==> images/cell_classes.png <==
Drawn at 2 px/um.
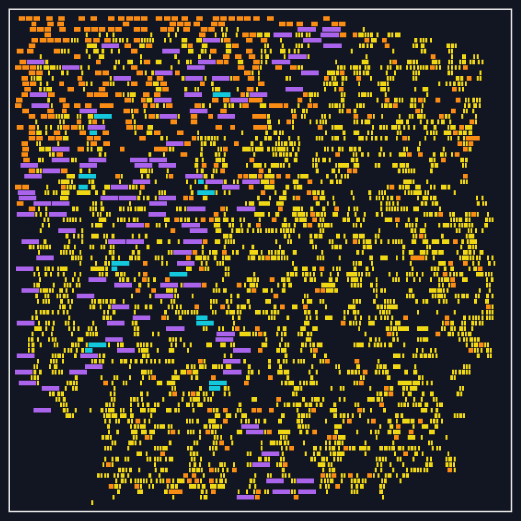
==> images/met3.png <==
Drawn at 1 px/um. Cells faint in the background.
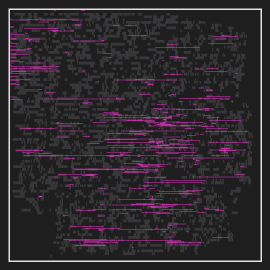
==> images/registers.png <==
Drawn at 1.5 px/um. Other sequential cells in the stronger grey, the rest of the logic in the fainter grey.
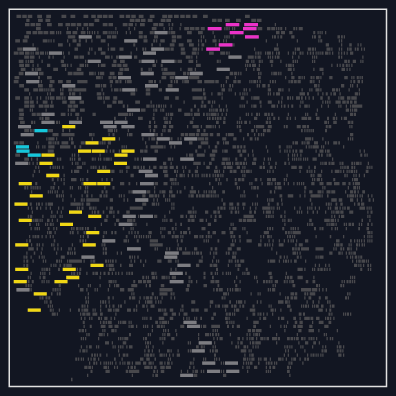
==> images/final_placement.png <==
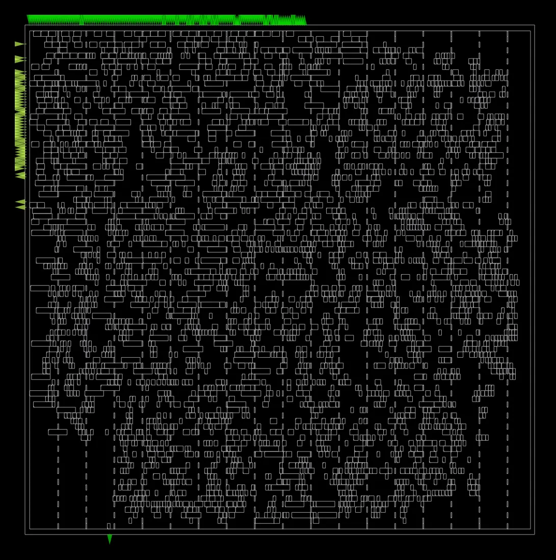
==> images/drive_strength.png <==
Drawn at 1.5 px/um.
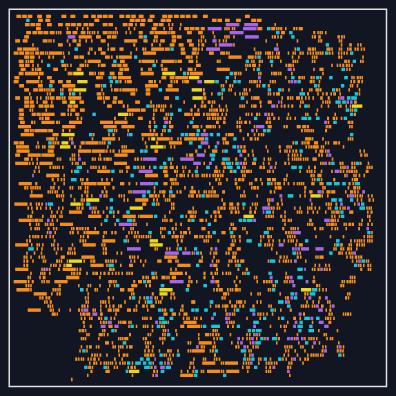
File: config.mk
export PLATFORM = sky130hd
export DESIGN_NAME = sc_regbank_arbiter
export DESIGN_NICKNAME = d
export VERILOG_FILES = /design/src/rtl/sc_regarb_pkg.sv /design/src/rtl/sc_regarb_rr_picker.sv /design/src/rtl/sc_regbank_arbiter.sv
export SDC_FILE = /design/constraint.sdc
export NUM_CORES = 1
export LEC_CHECK = 0
export ABC_AREA = 1
export CAP_MARGIN = 20
export CELL_PAD_IN_SITES_DETAIL_PLACEMENT = 0
export CELL_PAD_IN_SITES_GLOBAL_PLACEMENT = 1
export CORE_MARGIN = 2
export CORE_UTILIZATION = 25
export DETAILED_ROUTE_END_ITERATION = 10
export PLACE_DENSITY_LB_ADDON = 0.15
export SYNTH_ARGS = -nofsm -noshare
export SYNTH_HDL_FRONTEND = slang
export SYNTH_HIERARCHICAL = 1
export SYNTH_SLANG_ARGS = --single-unit
File: constraint.sdc
create_clock -name SC_REGARB_CLOCK_50 -period 5 [get_ports SC_REGARB_CLOCK_50]
set_clock_uncertainty 0.15 [all_clocks]
set_input_delay 0.75 -clock SC_REGARB_CLOCK_50 [delete_from_list [all_inputs] [get_ports SC_REGARB_CLOCK_50]]
set_output_delay 0.75 -clock SC_REGARB_CLOCK_50 [all_outputs]
set_load 0.01 [all_outputs]
File: src/rtl/sc_regarb_pkg.sv
// Shared types and helpers for the register-bank write arbiter.
// Latency: n/a (declarations only).
// Backpressure: n/a.
package sc_regarb_pkg;

  // Sequencer states: one write occupies IDLE -> WRITE -> ACK.
  typedef enum logic [1:0] {
    IDLE  = 2'd0,
    WRITE = 2'd1,
    ACK   = 2'd2
  } state_t;

  // Ceiling log2, never less than 1 so a single requester still gets a 1-bit index.
  function automatic int clog2(input int value);
    int r;
    r = 1;
    for (int i = 1; i < 32; i++) begin
      if ((1 << i) < value) r = i + 1;
    end
    return r;
  endfunction

endpackage

File: src/rtl/sc_regarb_rr_picker.sv
// Round-robin picker: first set req bit at or above ptr, wrapping to 0.
// Latency: combinational, zero cycles.
// Backpressure: none; the caller decides when to consume the grant.
module sc_regarb_rr_picker #(
  parameter int NUM_REQ = 4,
  parameter int IDXW    = 2
) (
  input  logic [NUM_REQ-1:0] req,
  input  logic [IDXW-1:0]    ptr,
  output logic [NUM_REQ-1:0] grant,
  output logic [IDXW-1:0]    idx,
  output logic               any_req
);

  // Walk the requesters starting at the pointer; the first hit wins.
  always_comb begin
    int cand;
    grant   = '0;
    idx     = '0;
    any_req = 1'b0;
    cand    = 0;
    for (int off = 0; off < NUM_REQ; off++) begin
      cand = int'(ptr) + off;
      if (cand >= NUM_REQ) cand = cand - NUM_REQ;
      if (!any_req && req[cand]) begin
        any_req     = 1'b1;
        grant[cand] = 1'b1;
        idx         = IDXW'(cand);
      end
    end
  end

endmodule

File: src/rtl/sc_regbank_arbiter.sv
// Round-robin write sequencer sharing one register bank among NUM_REQ requesters.
// Latency: 3 cycles per write (IDLE sample, WRITE strobe, ACK pulse); 1 write per 3 cycles.
// Backpressure: requests are level; a requester holds req until its ack, then drops it.
module sc_regbank_arbiter
  import sc_regarb_pkg::*;
#(
  parameter int NUM_REQ   = 4,
  parameter int NUM_REGS  = 8,
  parameter int ADDRWIDTH = 3,
  parameter int DATAWIDTH = 32
) (
  input  logic                           SC_REGARB_CLOCK_50,
  input  logic                           SC_REGARB_RESET_InLow,
  input  logic [NUM_REQ-1:0]             SC_REGARB_req_InBus,
  input  logic [NUM_REQ*ADDRWIDTH-1:0]   SC_REGARB_addr_InBus,
  input  logic [NUM_REQ*DATAWIDTH-1:0]   SC_REGARB_data_InBus,
  output logic [NUM_REQ-1:0]             SC_REGARB_ack_OutBus,
  output logic                           SC_REGARB_err_Out,
  output logic                           SC_REGARB_busy_Out,
  output logic [NUM_REGS-1:0]            SC_REGARB_load_OutBus,
  output logic [DATAWIDTH-1:0]           SC_REGARB_data_OutBus
);

  localparam int IDXW = clog2(NUM_REQ);

  state_t                state_q, state_d;
  logic [IDXW-1:0]       ptr_q, ptr_d;
  logic [IDXW-1:0]       win_q, win_d;
  logic [ADDRWIDTH-1:0]  addr_q, addr_d;
  logic [NUM_REGS-1:0]   load_q, load_d;
  logic [DATAWIDTH-1:0]  dout_q, dout_d;
  logic [NUM_REQ-1:0]    ack_q, ack_d;
  logic                  err_q, err_d;
  logic                  busy_q, busy_d;

  logic [NUM_REQ-1:0]    pick_grant;
  logic [IDXW-1:0]       pick_idx;
  logic                  pick_any;
  logic [ADDRWIDTH-1:0]  addr_sel;
  logic [DATAWIDTH-1:0]  data_sel;

  sc_regarb_rr_picker #(
    .NUM_REQ (NUM_REQ),
    .IDXW    (IDXW)
  ) u_picker (
    .req     (SC_REGARB_req_InBus),
    .ptr     (ptr_q),
    .grant   (pick_grant),
    .idx     (pick_idx),
    .any_req (pick_any)
  );

  // AND-OR mux of the granted requester's address and data (grant is one-hot or zero).
  always_comb begin
    addr_sel = '0;
    data_sel = '0;
    for (int i = 0; i < NUM_REQ; i++) begin
      if (pick_grant[i]) begin
        addr_sel = addr_sel | SC_REGARB_addr_InBus[i*ADDRWIDTH +: ADDRWIDTH];
        data_sel = data_sel | SC_REGARB_data_InBus[i*DATAWIDTH +: DATAWIDTH];
      end
    end
  end

  // Next-state and next-output logic; outputs are computed one cycle ahead so they can be registered.
  always_comb begin
    state_d = state_q;
    ptr_d   = ptr_q;
    win_d   = win_q;
    addr_d  = addr_q;
    load_d  = '1;
    dout_d  = dout_q;
    ack_d   = '0;
    err_d   = 1'b0;
    busy_d  = 1'b0;
    case (state_q)
      IDLE: begin
        if (pick_any) begin
          state_d = WRITE;
          win_d   = pick_idx;
          addr_d  = addr_sel;
          dout_d  = data_sel;
          busy_d  = 1'b1;
          // An out-of-range address matches no bit, so the strobe stays all ones.
          for (int k = 0; k < NUM_REGS; k++) begin
            load_d[k] = (int'(addr_sel) != k);
          end
        end else begin
          dout_d = '0;
        end
      end
      WRITE: begin
        state_d      = ACK;
        busy_d       = 1'b1;
        ack_d[win_q] = 1'b1;
        err_d        = (int'(addr_q) >= NUM_REGS);
        ptr_d        = (int'(win_q) == NUM_REQ - 1) ? '0 : win_q + 1'b1;
      end
      ACK: begin
        // Data bus was held through ACK; it returns to idle value with the bank quiet.
        state_d = IDLE;
        dout_d  = '0;
      end
      default: begin
        state_d = IDLE;
        dout_d  = '0;
      end
    endcase
  end

  // State, latched request and registered outputs; async reset aborts any write in flight.
  always_ff @(posedge SC_REGARB_CLOCK_50 or negedge SC_REGARB_RESET_InLow) begin
    if (!SC_REGARB_RESET_InLow) begin
      state_q <= IDLE;
      ptr_q   <= '0;
      win_q   <= '0;
      addr_q  <= '0;
      load_q  <= '1;
      dout_q  <= '0;
      ack_q   <= '0;
      err_q   <= 1'b0;
      busy_q  <= 1'b0;
    end else begin
      state_q <= state_d;
      ptr_q   <= ptr_d;
      win_q   <= win_d;
      addr_q  <= addr_d;
      load_q  <= load_d;
      dout_q  <= dout_d;
      ack_q   <= ack_d;
      err_q   <= err_d;
      busy_q  <= busy_d;
    end
  end

  assign SC_REGARB_ack_OutBus  = ack_q;
  assign SC_REGARB_err_Out     = err_q;
  assign SC_REGARB_busy_Out    = busy_q;
  assign SC_REGARB_load_OutBus = load_q;
  assign SC_REGARB_data_OutBus = dout_q;

endmodule

==> results_dict.tcl <==
# yosys + openroad results
set metrics [dict create \
    post-cts-setup-buffers 0 \
    floorplan.die.width_um 250.4 \
    worst-r2r-cell-count 26 \
    finalMaxSlewViolations 0 \
    crit_path_start "ptr_q[24]$_DFFE_PN0P_" \
    synth-compound-area-share_pct 9.998 \
    timing.critical_path.buf_inv 7 \
    routability_congestion_estimate 1.030 \
    met1Wirelength_um 42010 \
    synth-seq-cells 111 \
    routed_wl_um 93490 \
    placement.io_buffers 190 \
    total_power_after_layout_mw 13.81 \
    p_int_mw 5.071 \
    outcome "finished, final reports clean" \
    fin_setup_tns_ns 0 \
    final-clk-cell-share_pct 1.561 \
    n_antenna_cell 4 \
    yosys.area.top_type_share_pct 26.75 \
    crit_path_max_incr_delay_ns 0.55 \
    sequentialPowerShare_pct 11.2 \
    drtIter0Drc 1836 \
    drc_errors 0 \
    design.portCount 192 \
    combAreaFraction_pct 55.29 \
    floorplan.die_area_um2 62710 \
]
Back to the opening pictures, cell_classes.png:
| class | colour | cells | share of their area |
|---|---|---|---|
| all other logic | yellow | 2516 | 64% |
| flops | purple | 111 | 15% |
| clock drivers and dummy loads | cyan | 16 | 1.6% |
| other buffers and delay cells | orange | 427 | 20% |
area of the core region: 60250 um2
fraction of the core area covered by cells at the end of the flow: 33.13%
num rows: 90
Non-Filler Cell Area, Final: 19960 um2
flip-flop and latch share of the layout cell area: 14.03%

Back to the opening pictures, met3.png:
wire length on this layer: 5040 um
nets with wire on the layer: 296
longest straight run: 135 um
main direction: horizontal

Back to the opening pictures, registers.png:
| signal | colour | flops |
|---|---|---|
| `SC_REGARB_load_OutBus` | magenta | 8 |
| `SC_REGARB_ack_OutBus` | cyan | 4 |
| `win_q` | yellow | 32 |
not coloured: 67
FF/Latch Area: 2799 um2
power drawn by the sequential cells: 1.55 mW

Back to the opening pictures, final_placement.png:
Tapcell Cnt: 782
final sequential cell count: 111
count of filler cells inserted in the layout: 6825
final std cells w/o fill: 3856

Back to the opening pictures, drive_strength.png:
| size | colour | cells |
|---|---|---|
| drive 2 | purple | 152 |
| drive 6 and up | yellow | 29 |
| drive 1 or less | orange | 2608 |
| drive 3 to 4 | cyan | 281 |
final worst slack: 0.2285 ns
Syn-to-layout area delta: 31.46%
Non-CTS buffers: 427

No activity file was given, so power comes from the tool's default toggle rates.
